[src/rtl/rx_lane_arbiter_if.sv]
// Output stream of the receive-lane arbiter: one tagged word per handshake.
// The master drives data, lane tag and valid; the slave (capture FIFO) drives ready.
interface rx_lane_arbiter_if #(
    parameter int DATA_W = 32,
    parameter int LANE_W = 3
);
    logic [DATA_W-1:0] m_data;
    logic [LANE_W-1:0] m_lane;
    logic              m_valid;
    logic              m_ready;

    modport master (
        output m_data,
        output m_lane,
        output m_valid,
        input  m_ready
    );

    modport slave (
        input  m_data,
        input  m_lane,
        input  m_valid,
        output m_ready
    );
endinterface

[src/rtl/rx_lane_arbiter.sv]
// Receive-lane arbiter: buffers each lane's words in a small circular FIFO and
// merges them onto one ready/valid output with round-robin fairness. Words
// arriving at a full, non-draining buffer are dropped, counted and flagged.
module rx_lane_arbiter #(
    parameter int NUM_LANES = 4,
    parameter int DATA_W    = 32,
    parameter int BUF_DEPTH = 2,
    parameter int LANE_W    = 3
) (
    input  logic                        aclk,
    input  logic                        aresetn,
    input  logic [NUM_LANES*DATA_W-1:0] lane_data,
    input  logic [NUM_LANES-1:0]        lane_valid,
    input  logic [NUM_LANES-1:0]        lane_en,
    rx_lane_arbiter_if.master           m_axis,
    input  logic                        clear_stats,
    output logic [15:0]                 drop_count,
    output logic [NUM_LANES-1:0]        overflow
);
    localparam int AW = $clog2(BUF_DEPTH);
    localparam int CW = $clog2(NUM_LANES + 1);

    // Per-lane buffer status and handshake terms
    logic [NUM_LANES-1:0] buf_empty;
    logic [NUM_LANES-1:0] buf_full;
    logic [NUM_LANES-1:0] buf_push;
    logic [NUM_LANES-1:0] buf_pop;
    logic [NUM_LANES-1:0] lane_drop;
    logic [DATA_W-1:0]    head_data [NUM_LANES];

    // Scheduler and output register
    logic [LANE_W-1:0] rr_reg;
    logic [LANE_W-1:0] rr_next;
    logic [LANE_W-1:0] grant;
    logic              grant_valid;
    logic [DATA_W-1:0] head_sel;
    logic              out_free;
    logic [DATA_W-1:0] m_data_reg;
    logic [LANE_W-1:0] m_lane_reg;
    logic              m_valid_reg;

    // Statistics
    logic [CW-1:0]     drop_sum;
    logic [16:0]       drop_total;
    logic [15:0]       drop_count_next;

    assign out_free = !m_valid_reg || m_axis.m_ready;

    genvar gi;
    generate
        for (gi = 0; gi < NUM_LANES; gi++) begin : g_lane
            logic [DATA_W-1:0] mem [BUF_DEPTH];
            logic [AW:0]       wr_ptr_reg;
            logic [AW:0]       rd_ptr_reg;
            logic              capture;

            // Extra pointer bit tells full (MSBs differ) from empty (equal)
            assign buf_empty[gi] = (wr_ptr_reg == rd_ptr_reg);
            assign buf_full[gi]  = (wr_ptr_reg[AW] != rd_ptr_reg[AW]) &&
                                   (wr_ptr_reg[AW-1:0] == rd_ptr_reg[AW-1:0]);
            assign head_data[gi] = mem[rd_ptr_reg[AW-1:0]];

            // lane_en gates capture only; a full buffer draining this edge still accepts
            assign capture        = lane_valid[gi] && lane_en[gi];
            assign buf_pop[gi]    = out_free && grant_valid && (grant == LANE_W'(gi));
            assign buf_push[gi]   = capture && (!buf_full[gi] || buf_pop[gi]);
            assign lane_drop[gi]  = capture && buf_full[gi] && !buf_pop[gi];

            // Advance read/write pointers; reset empties the buffer
            always_ff @(posedge aclk or negedge aresetn) begin
                if (!aresetn) begin
                    wr_ptr_reg <= '0;
                    rd_ptr_reg <= '0;
                end else begin
                    if (buf_push[gi]) wr_ptr_reg <= wr_ptr_reg + 1'b1;
                    if (buf_pop[gi])  rd_ptr_reg <= rd_ptr_reg + 1'b1;
                end
            end

            // Buffer storage; contents are meaningless while the pointers say empty
            always_ff @(posedge aclk) begin
                if (buf_push[gi]) mem[wr_ptr_reg[AW-1:0]] <= lane_data[gi*DATA_W +: DATA_W];
            end
        end
    endgenerate

    // Round-robin search from rr upward, wrapping, for the first non-empty buffer
    always_comb begin
        int idx;
        idx         = 0;
        grant       = '0;
        grant_valid = 1'b0;
        for (int k = 0; k < NUM_LANES; k++) begin
            idx = int'(rr_reg) + k;
            if (idx >= NUM_LANES) idx = idx - NUM_LANES;
            if (!grant_valid && !buf_empty[idx]) begin
                grant       = LANE_W'(idx);
                grant_valid = 1'b1;
            end
        end
    end

    // Select the granted lane's head word and compute the next rr pointer
    always_comb begin
        head_sel = '0;
        for (int i = 0; i < NUM_LANES; i++) begin
            if (grant == LANE_W'(i)) head_sel = head_data[i];
        end
        rr_next = (int'(grant) == NUM_LANES - 1) ? '0 : grant + LANE_W'(1);
    end

    // Output register: load when free, hold while stalled
    always_ff @(posedge aclk or negedge aresetn) begin
        if (!aresetn) begin
            m_valid_reg <= 1'b0;
            m_data_reg  <= '0;
            m_lane_reg  <= '0;
            rr_reg      <= '0;
        end else if (out_free) begin
            m_valid_reg <= grant_valid;
            if (grant_valid) begin
                m_data_reg <= head_sel;
                m_lane_reg <= grant;
                rr_reg     <= rr_next;
            end
        end
    end

    assign m_axis.m_data  = m_data_reg;
    assign m_axis.m_lane  = m_lane_reg;
    assign m_axis.m_valid = m_valid_reg;

    // Count dropping lanes this edge and form the saturated total
    always_comb begin
        drop_sum = '0;
        for (int i = 0; i < NUM_LANES; i++) begin
            drop_sum = drop_sum + CW'(lane_drop[i]);
        end
        drop_total      = {1'b0, drop_count} + 17'(drop_sum);
        drop_count_next = drop_total[16] ? 16'hFFFF : drop_total[15:0];
    end

    // Drop statistics; a clear wins over drops on the same edge
    always_ff @(posedge aclk or negedge aresetn) begin
        if (!aresetn) begin
            drop_count <= '0;
            overflow   <= '0;
        end else if (clear_stats) begin
            drop_count <= '0;
            overflow   <= '0;
        end else begin
            drop_count <= drop_count_next;
            overflow   <= overflow | lane_drop;
        end
    end
endmodule
[src/flat_wrapper.sv]
// flat-port wrapper written by rule: the top's interface ports become plain ports
module rx_lane_arbiter_flat 
#(
    parameter int NUM_LANES = 4,
    parameter int DATA_W    = 32,
    parameter int BUF_DEPTH = 2,
    parameter int LANE_W    = 3
)
  (aclk, aresetn, lane_data, lane_valid, lane_en, clear_stats, drop_count, overflow, m_axis_m_data, m_axis_m_lane, m_axis_m_valid, m_axis_m_ready);
  rx_lane_arbiter_if #(.DATA_W(DATA_W), .LANE_W(LANE_W)) m_axis_i ();
  input  logic aclk;
  input  logic aresetn;
  input  logic [NUM_LANES*DATA_W-1:0] lane_data;
  input  logic [NUM_LANES-1:0] lane_valid;
  input  logic [NUM_LANES-1:0] lane_en;
  input  logic clear_stats;
  output logic [15:0] drop_count;
  output logic [NUM_LANES-1:0] overflow;
  output wire logic [$bits(m_axis_i.m_data)-1:0] m_axis_m_data;
  output wire logic [$bits(m_axis_i.m_lane)-1:0] m_axis_m_lane;
  output wire logic [$bits(m_axis_i.m_valid)-1:0] m_axis_m_valid;
  input wire logic [$bits(m_axis_i.m_ready)-1:0] m_axis_m_ready;
  assign m_axis_m_data = m_axis_i.m_data;
  assign m_axis_m_lane = m_axis_i.m_lane;
  assign m_axis_m_valid = m_axis_i.m_valid;
  assign m_axis_i.m_ready = m_axis_m_ready;
  rx_lane_arbiter #(.NUM_LANES(NUM_LANES), .DATA_W(DATA_W), .BUF_DEPTH(BUF_DEPTH), .LANE_W(LANE_W)) u_core (.aclk(aclk), .aresetn(aresetn), .lane_data(lane_data), .lane_valid(lane_valid), .lane_en(lane_en), .m_axis(m_axis_i), .clear_stats(clear_stats), .drop_count(drop_count), .overflow(overflow));
endmodule
[config.mk]
export PLATFORM = sky130hd
export DESIGN_NAME = rx_lane_arbiter_flat
export DESIGN_NICKNAME = d
export VERILOG_FILES = /design/src/rtl/rx_lane_arbiter_if.sv /design/src/rtl/rx_lane_arbiter.sv /design/src/flat_wrapper.sv
export SDC_FILE = /design/constraint.sdc
export NUM_CORES = 1
export LEC_CHECK = 0
export CELL_PAD_IN_SITES_DETAIL_PLACEMENT = 0
export CELL_PAD_IN_SITES_GLOBAL_PLACEMENT = 2
export CORE_MARGIN = 2
export CORE_UTILIZATION = 42
export DETAILED_ROUTE_END_ITERATION = 8
export PLACE_DENSITY_LB_ADDON = 0.1
export SLEW_MARGIN = 25
export SYNTH_ARGS = -nofsm -noshare
export SYNTH_HDL_FRONTEND = slang
export SYNTH_SLANG_ARGS = --single-unit
[constraint.sdc]
create_clock -name aclk -period 16.9 [get_ports aclk]
set_input_delay 1.69 -clock aclk [delete_from_list [all_inputs] [get_ports aclk]]
set_output_delay 1.69 -clock aclk [all_outputs]
set_load 0.1 [all_outputs]
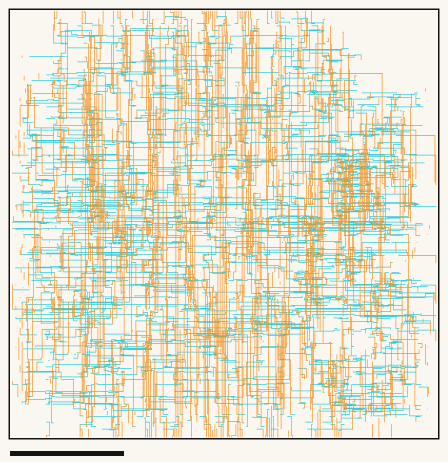
wires.png
Bar = 50 um. Only two layers are drawn.
- metal 2: orange (wire length 18200 um)
- metal 1: cyan (wire length 14600 um)
total via count after detailed routing: 8668
detail-routed net length per standard cell: 21.9 um
detailed-route wire length: 35400 um

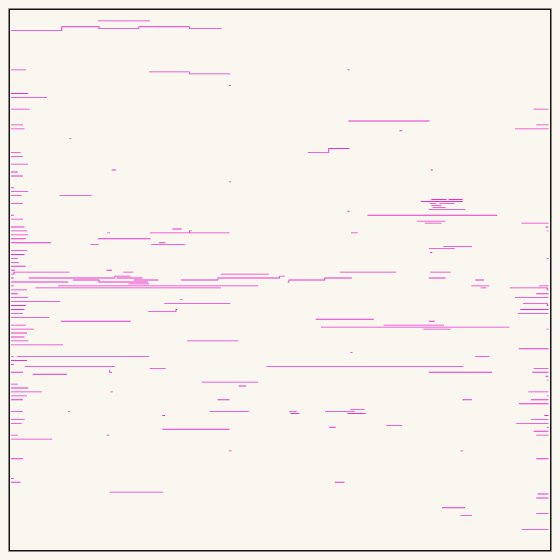
layer_met3.png
- main direction: horizontal
- wire length on this layer: 1760 um
met3 Usage GRT: 0.0321

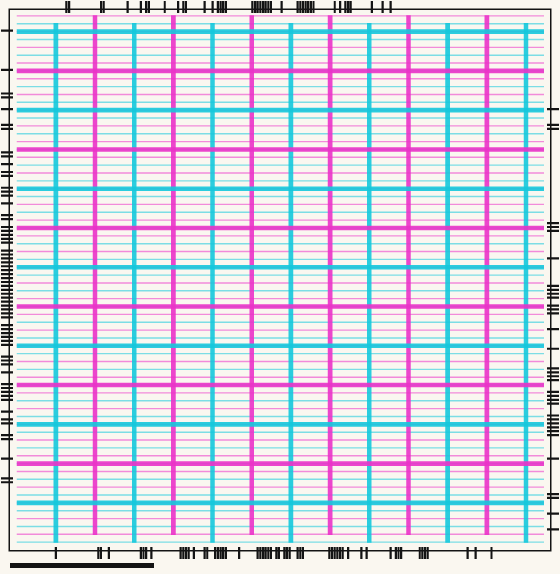
power_grid.png
Bar = 50 um. Pins as bars on the die edge.
- VDD: magenta
- VSS: cyan
- met5 straps: 13
- rows: 67
- signal pins: 196
peak supply drop: 0.204 mV
core box area: 0.0333 sq mm

==> flow_metrics.rpt <==
PHYSICAL IMPLEMENTATION REPORT
----------------------------------------------------
[Status]
  Status ........................ complete, no violations

[Synthesis]
  Adder and majority cell fraction of the synthesized area ........................ 0.0162
  Synth top cells by count ........................ sky130_fd_sc_hd__edfxtp_1, sky130_fd_sc_hd__mux2i_1, sky130_fd_sc_hd__dfrtp_1
  Post-synth mux share ........................ 0.0994
  Ao+oa area frac ........................ 0.103
  Share of flip-flops with an asynchronous set or reset ........................ 0.227
  Distinct lib cells used ........................ 68
  Post-Synthesis Cell Area ........................ roughly 0.014 sq mm
  Largest type area fraction ........................ 0.546
  Number of warnings issued by yosys ........................ 0
  Cell count after synthesis ........................ around 940
  Number of standard cells reported by yosys ........................ ~940
  Simple-Gate Area Share ........................ 0.0544
  Synthesized area divided by synthesized cell count ........................ 15.0 sq um
  Synthesized Nets ........................ about 1100

[CTS]
  Buffers inserted by post-CTS timing repair ........................ 0
  CTS tree ........................ built
  # H-tree levels ........................ 2
  Hold-fix buffers, CTS ........................ 0
  Number of instances resized during post-cts repair ........................ 0
  Clk buf depth ........................ 3
  Late-Pin Clk Latency ........................ 0.53 ns

[Cells and area]
  Total number of nets in the final design ........................ 1298
  Final clock-cell share ........................ 0.0647
  Final Instance Area ........................ 0.0178 sq mm
  Cell group occupying the most layout area ........................ registers
  Final core utilization ........................ 0.534
  Data-path buffer share of cell area in the final layout ........................ 0.121
  Sequential share of cell area ........................ 0.539
  Most frequent logic cell in the layout ........................ sky130_fd_sc_hd__edfxtp_1
  #MultiIn Comb ........................ 536
  Diode insertion count for antenna repair ........................ 0
  Layout Area Growth over Synthesis ........................ 26.3%
  Non-clk invs ........................ 20
  Non-Clock Buffer Count ........................ 215
  Count of fill cells added during filler insertion ........................ 2801
  Proportion of layout cells with a drive suffix above 1 ........................ 0.113

[Global route]
  First-pass GRT wire length ........................ 53100 um
  Antenna violations before repair ........................ 0
  Global routing usage on met1 ........................ 0.259
  Pin count of the biggest net entering global routing ........................ roughly 63

[Setup path]
  CP endpoint kind ........................ flip-flop
  Most used cell, CP ........................ sky130_fd_sc_hd__inv_1
  Data required time at the worst endpoint ........................ approximately 17 ns
  Category of the worst setup path launch point ........................ flip-flop
  Levels on crit path ........................ 25
  Number of buffers and inverters on the critical path ........................ 6
  Worst setup endpoint ........................ u_core.drop_count[15]
  Count of cells along the worst register-to-register path ........................ 25
  Highest cell delay on the worst timing path ........................ 0.75 ns

[Timing]
  Setup Skew ........................ 0.0199 ns
  Max_slew headroom ........................ 0.332
  Worst Tran Pin Value ........................ 0.999 ns
  Worst slack on hold paths ........................ 0.484 ns
  Min Tclk post-route ........................ 7.17 ns
  Max frequency ........................ between 0.1 and 0.15 GHz
  Worst Slack Setup Final ........................ 9.73 ns
  Final setup violation count ........................ 0

[Die]
  Number of tapcells ........................ roughly 450
  Count of pins on the block boundary ........................ around 200

[Power]
  Power density normalized to cell area ........................ approximately 220 mW/mm^2
  Sw Ratio ........................ 0.444
  Combinational gate power ........................ 1.89 mW
  Combinational share of power ........................ 0.493
  Clock network power ........................ ~0.76 mW
  Clk network pwr share ........................ 0.197
  Power dissipated in sequential cells ........................ 1.19 mW

[Min path]
  Hold Path Depth ........................ 2
  Hold Path Class ........................ reg2reg

[Placement]
  Final weighted congestion in routability-driven placement ........................ ~0.85
  Dpl ws ........................ about 10 ns
  Placed Cells incl. Taps ........................ 1550

[Routing]
  Detailed-routing iteration count for the pre-antenna-repair pass ........................ 7
  Routed metal-1 wirelength ........................ 14600 um
  Met3 wirelength from detailed routing ........................ 1760 um
  Metal2 WL ........................ 18200 um
  Number of DRC violations after detailed routing ........................ 0
  Ratio of routed vias to standard cells ........................ 5.36
  Tally of nets with antenna violations remaining after routing ........................ 0

[Run]
  Max_cap viols ........................ 0
  OpenROAD warning count ........................ 34

----------------------------------------------------
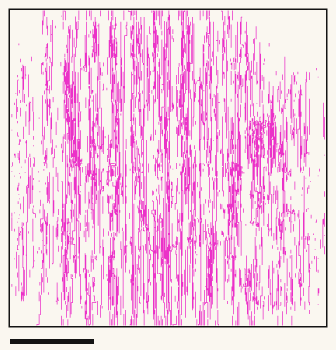
layer_met2.png
Bar = 50 um.
- wire length on this layer: 18200 um
- main direction: vertical
- share of all routed wire: 51%
- nets with wire on the layer: 1125
met2 global-route usage: 0.354

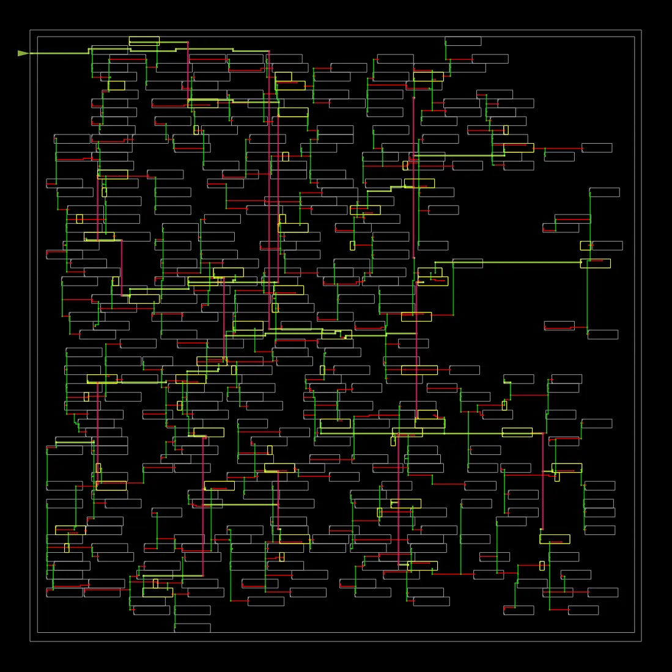
clocks.png
Sinks on Clock Net: 331
clock buffer count from CTS: 37

Power is estimated from default activity; no workload was simulated.
